==> config.mk <==
export PLATFORM = sky130hd
export DESIGN_NAME = mos6502s_interrupt_sequencer
export DESIGN_NICKNAME = d
export VERILOG_FILES = /design/src/rtl/mos6502s_interrupt_sequencer.sv
export SDC_FILE = /design/constraint.sdc
export NUM_CORES = 1
export LEC_CHECK = 0
export CORE_MARGIN = 2
export CORE_UTILIZATION = 39
export CTS_BUF_LIST = sky130_fd_sc_hd__clkbuf_4 sky130_fd_sc_hd__clkbuf_8 sky130_fd_sc_hd__clkbuf_16
export DETAILED_ROUTE_END_ITERATION = 10
export GPL_TIMING_DRIVEN = 0
export PLACE_DENSITY_LB_ADDON = 0.3
export SYNTH_ARGS = -nofsm -noshare
export SYNTH_HDL_FRONTEND = slang
export SYNTH_SLANG_ARGS = --single-unit
==> constraint.sdc <==
create_clock -name clk -period 5.25 [get_ports clk]
set_input_delay 1.3125 -clock clk [delete_from_list [all_inputs] [get_ports clk]]
set_output_delay 1.3125 -clock clk [all_outputs]
set_load 0.03 [all_outputs]
Gate-type map:
The bar under the picture is 20 um long.
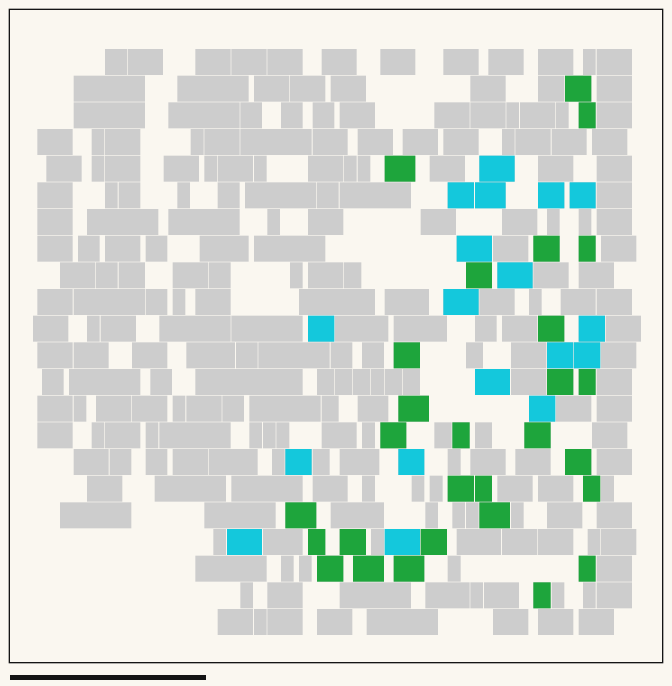
[green] inverting AOI/OAI gates | cells: 28 | most used: a22oi_1
[cyan] AND-OR and OR-AND gates | cells: 18 | most used: a21o_1
Top cell excl fill/tap: clkdlybuf4s50_1
Comb area share: 0.3764

Placement by cell class:
The bar under the picture is 20 um long.
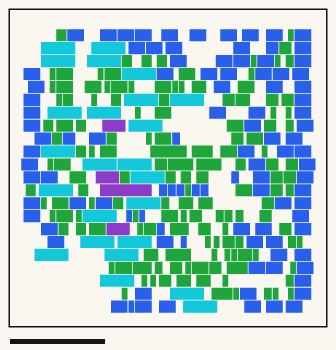
[purple] clock drivers and dummy loads | cells: 4 | share of their area: 2.9%
[cyan] flops | cells: 24 | share of their area: 19%
[green] combinational and other logic | cells: 143 | share of their area: 39%
[blue] other buffers and delay cells | cells: 101 | share of their area: 38%
Placement Rows: 22
core region area: 3716 um^2
Seq area share: 0.1902
fin area: 2526 um^2

Where the registers sit:
The bar under the picture is 20 um long. Other sequential cells in the stronger grey, the rest of the logic in the fainter grey.
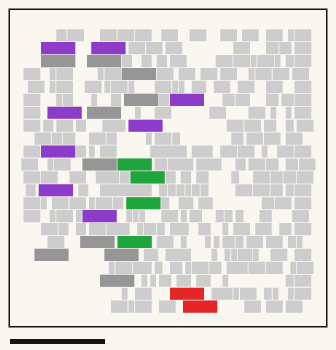
[purple] vec_hi_q | placed flops: 8
[red] kind_q | placed flops: 2
[green] state_q | placed flops: 4 | where: middle
not coloured: 10
Layout Utilization: 0.6798
storage element area: 480.5 um^2
Flop+latch power: 208 uW

==> results.json <==
{
  "min_path_type": "reg2reg",
  "rsz0062_at_grt": "no",
  "hold_buffers": 0,
  "layout_setup_ws_ns": 0.6545,
  "die_w_um": 66.51,
  "swShare": 0.2903,
  "p_int_uw": 393.6,
  "worstSkewPairLatency_ns": 0.26,
  "finalHoldViolations": 0,
  "holdPathStages": 1,
  "status": "complete, no violations",
  "clock_sinks": 24,
  "gr-total-overflow": 0,
  "slew_viol_final": 0,
  "synthCells": 181,
  "max_cap_viol_count": 0,
  "period_needed_ns": 4.595,
  "p_leak_nw": 0.9975,
  "synthArstFlopShare": 0,
  "arrival_ns": 3.28,
  "layout-drive-gt1-share": 0.08456,
  "wl_mm": 4.481,
  "viasPerCell": 5.131,
  "die_h_um": 66.51,
  "grt_usage": 0.2023,
  "synthDominantCellAreaShare": 0.3153,
  "warning_count": 29,
  "ys_seq_frac": 0.3153,
  "edf_count": 0,
  "preCtsSetupSlack_ns": 0.6400,
  "grt_pass1_vias": 1554,
  "antenna_left": 0,
  "clock_path_buffers": 2,
  "cts_setup_buffers": 0,
  "ff2ff_path_depth": 6,
  "path_buffers": 4,
  "top_cells_by_count": "nor2_1, dfxtp_1, and2_1",
  "clkSlewWorstSetupHoldPaths_ns": 0.08,
  "power.share.combinational": 0.341,
  "final_cells": 320,
  "grt_max_degree": 15,
  "max_freq_mhz": 217.6,
  "dr_total_vias": 1642,
  "p_clk_frac": 0.285,
  "top_cell": "nor2_1",
  "dr.pass1.iters": 4,
  "synth_cell_type_count": 40,
  "die_area_um2": 4424,
  "place_congestion": 0.7672,
  "antenna_found_initial": 0,
  "sequentialPowerShare": 0.374,
  "period_used_share": 0.8753,
  "cts_buffers": 3,
  "cts_resized": 0,
  "drcViolationCount": 0,
  "p_per_area_nw_per_um2": 219.6,
  "setup_viol": 0,
  "cp_num_cells": 6,
  "path_cells": "clkbuf_1 > clkinv_1 > o31ai_1 > buf_2 > a221o_1 > clkdlybuf4s50_1",
  "finalNetCount": 321,
  "wl_per_cell_um": 14.00,
  "hold_ws_ns": 0.4452,
  "num_io_pins": 91,
  "worst_slew_pin_slew_ns": 0.8515,
  "yosysTopAreaCell": "dfxtp_1",
  "critical_path.max_stage_delay_ns": 0.67,
  "numSynthFlops": 24,
  "portBuffers": 87,
  "synthesis.nets": 229,
  "reg2reg_slack_ns": 3.48,
  "area_delta_synth_final_pct": 65.76,
  "worstPathRequired_ns": 3.94,
  "placed_area_um2": 2455,
  "path_delay_family": "buffers and inverters",
  "flop_cell": "dfxtp_1",
  "dpl.cell_count": 316,
  "ir_drop_uv": 166.9,
  "ys_cells": 181,
  "start_kind": "input pin",
  "h-tree-depth": 1,
  "fill_cells": 336,
  "max-slew-margin-rel": 0.4308,
  "fp_util": 0.4101,
  "synth.yosys.warnings": 0,
  "root_buffer": "clkbuf_8",
  "endpoint_kind": "output pin",
  "tns_ns": 0,
  "syn-cell-area_um2": 1524,
  "ys_chip_area_um2": 1524,
  "dp_hpwl_mm": 3.469,
  "area_leaders": "dfxtp_1, mux2i_1, and2_1, nor2_1, a21o_1",
  "synth.avg_cell_area_um2": 8.420,
  "antenna_cells": 0,
  "crit_slowest_cell": "clkdlybuf4s50_1",
  "switchingPower_uw": 161.0,
  "drt-initial-drc-count": 59,
  "fin_skew_ns": 0.003887,
  "grt_pass1_wl_mm": 6.996,
  "crit_type": "in2out",
  "cts_tree": "yes",
  "crit_fanout": 10
}
cell usage in the layout (no fill, tap or decap), drive strengths merged, types with 2 or more instances in the layout:
master / count
o31ai: 2
nor4b: 3
buf: 11
nor2: 30
nor2b: 2
inv: 5
a21o: 9
o2111ai: 2
a221o: 5
a22oi: 8
and2: 18
clkbuf: 6
o21ai: 2
a21oi: 8
o211ai: 2
clkdlybuf4s50: 87
dfxtp: 24
nand2: 11
nand3: 2
mux2i: 17
ha: 2
cells by family (layout without fill, tap and decap cells):
group | Yosys count | in the layout | synth area share
DFF | 24 | 24 | 0.3153
and+or+nand+nor | 71 | 71 | 0.2611
adders and majority gates | 2 | 2 | 0.01642
AOI/OAI and AO/OA | 46 | 46 | 0.2291
xor gates and xnor gates | 1 | 1 | 0.005748
muxes | 17 | 17 | 0.1117
buffers and inverters | 20 | 111 | 0.06074
worst register-to-register path: cells and delay by family (launching register included):
family          cells  cell delay (ns)
compound gates      3             0.66
buf+inv             2             0.41
flops               1             0.32
simple gates        1             0.28
power groups by stage:
stage	clock network [mW]	logic (mW)	registers [mW]
finish	0.158	0.189	0.208
global placement	0	0.188	0.211
floorplan	0	0.114	0.209
global route	0.171	0.204	0.210
CTS	0.162	0.190	0.208
detailed placement	0	0.189	0.212
metrics by stage:
step | util | power, mW
finish | 0.6798 | 0.5546
global route | 0.6798 | 0.5854
CTS | 0.6798 | 0.5597
detailed placement | 0.6606 | 0.4011
global placement | 0.6606 | 0.3987
floorplan | - | 0.3233
final cells by class:
cell class / instances / area [um^2] / area share
Tap cell: 48 / 60.06 / 0.02377
Timing Repair Buffer: 87 / 870.8 / 0.3447
Clock inverter: 1 / 30.03 / 0.01189
Buffer: 14 / 70.07 / 0.02774
Clock buffer: 3 / 41.29 / 0.01634
Inverter: 6 / 22.52 / 0.008915
Sequential cell: 24 / 480.5 / 0.1902
Multi-Input combinational cell: 137 / 950.9 / 0.3764
metal layers:
| metal | up-vias | GRT usage | part of all wire |
|---|---|---|---|
| met2 | 68 | 0.3625 | 0.45 |
| li1 | 829 | - | - |
| met5 | - | 0 | 0 |
| met3 | 2 | 0.05068 | 0.10 |
| met4 | 0 | 0.05357 | 0.0045 |
| met1 | 743 | 0.2380 | 0.44 |
Power figures rest on the tool's default switching activity, not on a simulated workload.
